Fig. 1: gate-type map
Scale bar: 20 um.
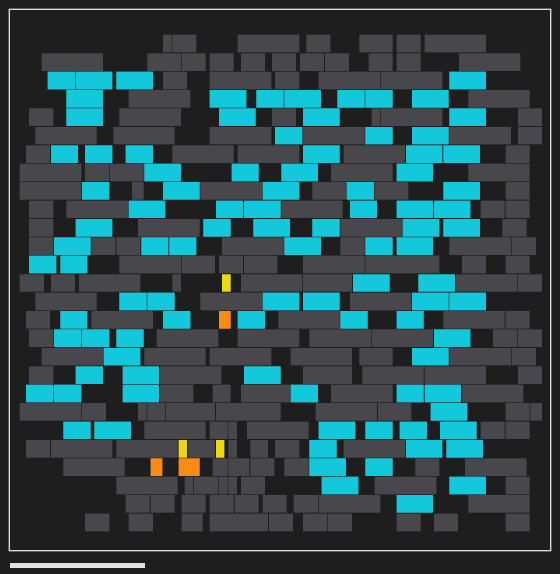
Fig. 2: clock wires, drivers and flops
Scale bar: 20 um.
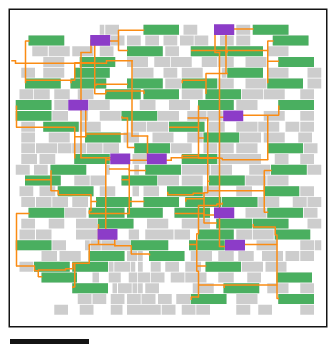
Fig. 3: cell classes on the final placement
Scale bar: 20 um.
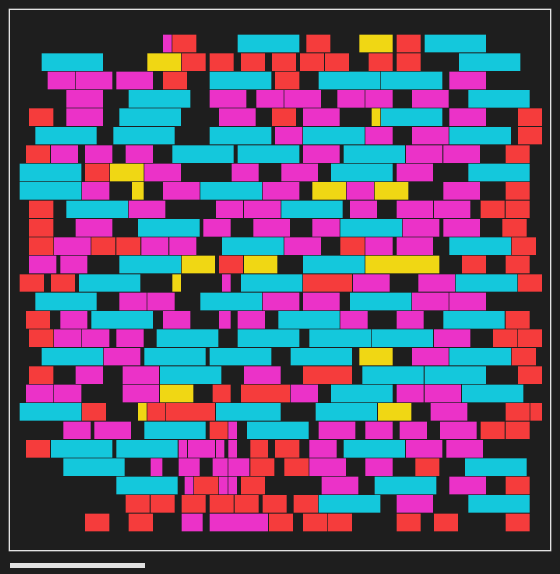
Fig. 4: clock wiring as the flow saved it
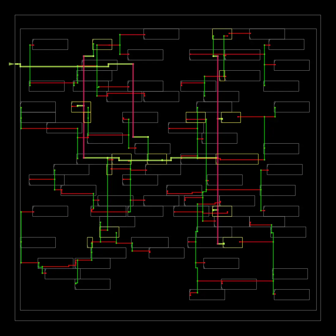
$ cat config.mk
export PLATFORM = sky130hd
export DESIGN_NAME = matrix_stream_unpacker
export DESIGN_NICKNAME = d
export VERILOG_FILES = /design/src/rtl/matrix_stream_unpacker.sv
export SDC_FILE = /design/constraint.sdc
export NUM_CORES = 1
export LEC_CHECK = 0
export CORE_UTILIZATION = 54
export DETAILED_ROUTE_END_ITERATION = 8
export PLACE_DENSITY_LB_ADDON = 0.2
export SLEW_MARGIN = 20
export SYNTH_ARGS = -nofsm -noshare
export SYNTH_HDL_FRONTEND = slang
export SYNTH_SLANG_ARGS = --single-unit
$ cat constraint.sdc
create_clock -name clk -period 1.9 [get_ports clk]
set_input_delay 0.19 -clock clk [delete_from_list [all_inputs] [get_ports clk]]
set_output_delay 0.19 -clock clk [all_outputs]
set_load 0.03 [all_outputs]
$ cat src/rtl/matrix_stream_unpacker.sv
// Snapshots a flat row-major L x N matrix of 32-bit words on start and streams it out one element per valid/ready handshake.
// Optional build macro MATRIX_STREAM_TRANSPOSE_EN: column-major walk (transpose), indices still report source (r,c).
module matrix_stream_unpacker #(
  parameter int L = 1,
  parameter int N = 1
) (
  input  logic                            clk,
  input  logic                            rst_n,
  input  logic                            start,
  input  logic [32*L*N-1:0]               matrix,
  output logic                            busy,
  output logic [31:0]                     m_data,
  output logic                            m_valid,
  input  logic                            m_ready,
  output logic [((L > 1) ? $clog2(L) : 1)-1:0] m_row,
  output logic [((N > 1) ? $clog2(N) : 1)-1:0] m_col,
  output logic                            m_last,
  output logic                            done
);

  localparam int RW = (L > 1) ? $clog2(L) : 1;
  localparam int CW = (N > 1) ? $clog2(N) : 1;
  localparam int E  = L * N;
  localparam int IW = (E > 1) ? $clog2(E) : 1;
  localparam logic [RW-1:0] R_MAX = RW'(L - 1);
  localparam logic [CW-1:0] C_MAX = CW'(N - 1);

  typedef enum logic {IDLE, STREAM} state_t;

  state_t            state_reg, state_next;
  logic [32*E-1:0]   snap_reg, snap_next;
  logic [RW-1:0]     r_reg, r_next, r_adv;
  logic [CW-1:0]     c_reg, c_next, c_adv;
  logic [31:0]       data_reg, data_next;
  logic              last_reg, last_next;
  logic              valid_reg, valid_next;
  logic              done_reg, done_next;
  logic [IW-1:0]     idx_adv;

  // Split the snapshot into addressable words.
  logic [31:0] elem [E];
  for (genvar gi = 0; gi < E; gi++) begin : g_elem
    assign elem[gi] = snap_reg[32*gi +: 32];
  end

  // Successor of the current (r,c); only consulted when the current element is not the last.
  always_comb begin
    r_adv = r_reg;
    c_adv = c_reg;
`ifdef MATRIX_STREAM_TRANSPOSE_EN
    if (r_reg == R_MAX) begin
      r_adv = '0;
      c_adv = c_reg + 1'b1;
    end else begin
      r_adv = r_reg + 1'b1;
    end
`else
    if (c_reg == C_MAX) begin
      c_adv = '0;
      r_adv = r_reg + 1'b1;
    end else begin
      c_adv = c_reg + 1'b1;
    end
`endif
    idx_adv = IW'(r_adv) * IW'(N) + IW'(c_adv);
  end

  always_comb begin
    state_next = state_reg;
    snap_next  = snap_reg;
    r_next     = r_reg;
    c_next     = c_reg;
    data_next  = data_reg;
    last_next  = last_reg;
    valid_next = valid_reg;
    done_next  = 1'b0;
    case (state_reg)
      IDLE: begin
        if (start) begin
          snap_next  = matrix;
          r_next     = '0;
          c_next     = '0;
          data_next  = matrix[31:0];
          last_next  = (E == 1);
          valid_next = 1'b1;
          state_next = STREAM;
        end
      end
      STREAM: begin
        if (valid_reg && m_ready) begin
          if (last_reg) begin
            valid_next = 1'b0;
            last_next  = 1'b0;
            done_next  = 1'b1;
            state_next = IDLE;
          end else begin
            r_next    = r_adv;
            c_next    = c_adv;
            data_next = elem[idx_adv];
            last_next = (r_adv == R_MAX) && (c_adv == C_MAX);
          end
        end
      end
      default: state_next = IDLE;
    endcase
  end

  always_ff @(posedge clk or negedge rst_n) begin
    if (!rst_n) begin
      state_reg <= IDLE;
      snap_reg  <= '0;
      r_reg     <= '0;
      c_reg     <= '0;
      data_reg  <= '0;
      last_reg  <= 1'b0;
      valid_reg <= 1'b0;
      done_reg  <= 1'b0;
    end else begin
      state_reg <= state_next;
      snap_reg  <= snap_next;
      r_reg     <= r_next;
      c_reg     <= c_next;
      data_reg  <= data_next;
      last_reg  <= last_next;
      valid_reg <= valid_next;
      done_reg  <= done_next;
    end
  end

  assign busy    = (state_reg == STREAM);
  assign m_data  = data_reg;
  assign m_valid = valid_reg;
  assign m_row   = r_reg;
  assign m_col   = c_reg;
  assign m_last  = last_reg;
  assign done    = done_reg;

endmodule
==> run notes <==
The flow run is done. The power report puts the leakage power at between 1.5 and 2 nW. The run finished with clean final reports. Switching component of the power landed at 2.73 mW. Combined area of all synthesized cells landed at 3270 sq um. Portion of total power attributed to sequential cells landed at 0.330. Among all stages on the critical path, the largest delay is contributed by clkdlybuf4s50_1. Entering global routing, the biggest net connects 37 pins. Data required time of the critical path landed at around 1.7 ns. The number of global-route vias before repair came to 1968.

In this design, the largest share of critical-path delay is due to buffers and inverters. Count of buffering cells on the critical path with inverters included landed at 1. Number of port buffers landed at 72. The launch point of the worst register-to-register path is recorded as busy. In the final design database the tool counted approximately 310 nets.

In this run the horizontal extent of the chip is 79.8 um. Slack of the critical path landed at 0.204 ns. Placer's final routability congestion estimate landed at 0.775. TritonCTS built the clock tree.

Per the run report, area growth between synthesis and finish was 29.7%. In the power breakdown, the internal column shows about 5.4 mW. Number of warnings in the stage logs landed at 26.

Number of buffers on the longest clock path landed at 2. The number of setup buffers added after CTS is 0. Worst hold margin landed at 0.348 ns. In this run the maximum-capacitance check reported violations numbering 0.

Final critical-path required period landed at about 1.7 ns. Global routing finished with a remaining overflow of 0. Combinational cell fraction of total power landed at 0.530. The worst setup path is launched from a flip-flop. The report lists the power per cell area as 1920 nW/um^2. Count of final hold-check violations landed at 0. Maximum resistive drop on vdd landed at between 1 and 1.5 mV. For this configuration, the core starts out at a cell density of 0.575. For this block, the initial DRC count from the detailed router was 88. After synthesis the netlist holds a flip-flop and latch count of 69. Cell total in the yosys stat output landed at 194.

Post-route fraction of the period consumed by the critical path landed at 0.893. Proportion of power drawn by the clock network landed at 0.140. For reference, the placement row count at floorplan is 27. Setup repair after global routing left no endpoint under its margin. STA reports a reg2reg setup slack of approximately 0.40 ns. Counting every net in the synthesized netlist gives 230.

Sequential element share of the synthesized area landed at 0.529. Total number of yosys warnings landed at 0. Logged for this run, the post-placement worst setup slack is about 0.23 ns. For this design the top-level I/O count stands at approximately 74. Highest clock frequency the design can meet landed at 589 MHz.

Yosys reports a chip area of 3270 sq um. Number of logic stages on the critical path including buffering landed at 1. For this run, design rule violations remaining after detail routing come to 0.
-- Fig. 1 (at the start) --
[yellow] inverters | cells: 3 | most used: inv_1
[cyan] multiplexers | cells: 96 | most used: mux2_4 | where: all over the die
[orange] inverting AOI/OAI gates | cells: 3

-- Fig. 2 (at the start) --
[purple] cells driving clock nets | count: 9
[orange] clock wires | length: 832 um
[green] flip-flops | count: 69
routed clock nets: 10

-- Fig. 3 (at the start) --
[red] other buffers and delay cells | cells: 81 | share of their area: 20%
[yellow] clock drivers and dummy loads | cells: 15 | share of their area: 4.4%
[magenta] all other logic | cells: 113 | share of their area: 34%
[cyan] flip-flops | cells: 69 | share of their area: 42%

-- Fig. 4 (at the start) --
number of CTS-inserted buffers: 9
setup skew after layout: 0.00842 ns
total clock network power: 1.14 mW
sink count of the clock tree: 69

## cells by family (layout without fill, tap and decap cells)
logic type             Yosys count  after routing  synth area share
multiplexers                    96             96             0.394
flip-flops                      69             69             0.529
buffers and inverters           15             99            0.0471
AND/OR/NAND/NOR                 10             10            0.0230
AND-OR/OR-AND                    3              3           0.00574
other                            1              1           0.00115
## layer usage
layer / track usage / share of wire / vias up
met2: 0.336 / 0.51 / 49
met4: 0.0875 / 0.021 / 0
met1: 0.258 / 0.43 / 935
met5: 0 / 0 / -
met3: 0.0560 / 0.040 / 12
li1: - / - / 843
## cell usage after synthesis, drive strengths merged
library cell  number  share of area
nand4b             1         0.0073
a21oi              1         0.0015
o221ai             1         0.0027
conb               1         0.0011
or3b               1         0.0027
o21ai              1         0.0015
inv                3         0.0034
mux2              96           0.39
nor2               3         0.0034
buf               12          0.044
dfrtp             69           0.53
nand4              1         0.0019
nand2              3         0.0057
nand2b             1         0.0019
## area by class of cell
cell class,instances,area [sq um],area share
Multi-Input combinational cell,110,1390,0.328
Clock buffer,13,149,0.0351
Timing Repair Buffer,81,836,0.197
Inverter,3,11.3,0.00266
Tap cell,72,90.1,0.0213
Sequential cell,69,1730,0.408
Clock inverter,2,35.0,0.00827
## cells in the final DEF, fill, tap and decap left out, drive strengths merged
cell type       n
o21ai           1
dlygate4sd3     1
nand2b          1
mux2           96
nand2           3
buf             9
clkinv          1
bufinv          1
nor2            3
inv             3
conb            1
nand4           1
or3b            1
nand4b          1
dfrtp          69
a21oi           1
clkdlybuf4s50  71
clkbuf         13
o221ai          1
## metrics by stage
step,util,cell area [sq um]
after floorplan,-,3270
after global placement,0.712,4040
after detailed placement,0.712,4040
after CTS,0.746,4240
after global routing,0.746,4240
final,0.746,4240
## worst max-delay path by stage
stage | start | end | slack [ns]
2_1_floorplan | busy | m_data[0] | 0.32
3_3_place_gp | m_ready | m_data[29] | 0.26
3_5_place_dp | m_ready | m_data[25] | 0.23
4_1_cts | m_valid | m_valid | 0.17
5_1_grt | busy | busy | 0.13
6_report | busy | busy | 0.20
## power by group through the flow
stage	clock network (mW)	logic [mW]	registers (mW)
floorplan	0	2.52	3.36
global placement	0	4.25	2.67
detailed placement	0	4.34	2.71
CTS	1.18	4.36	2.70
global route	1.24	4.55	2.77
finish	1.14	4.31	2.69
## what timing repair did
action                                 4_1_cts  5_1_grt
endpoints found under the hold margin       19        0
setup endpoints to repair                    0        0
hold buffers                                 1        0
No activity file was given, so power comes from the tool's default toggle rates.
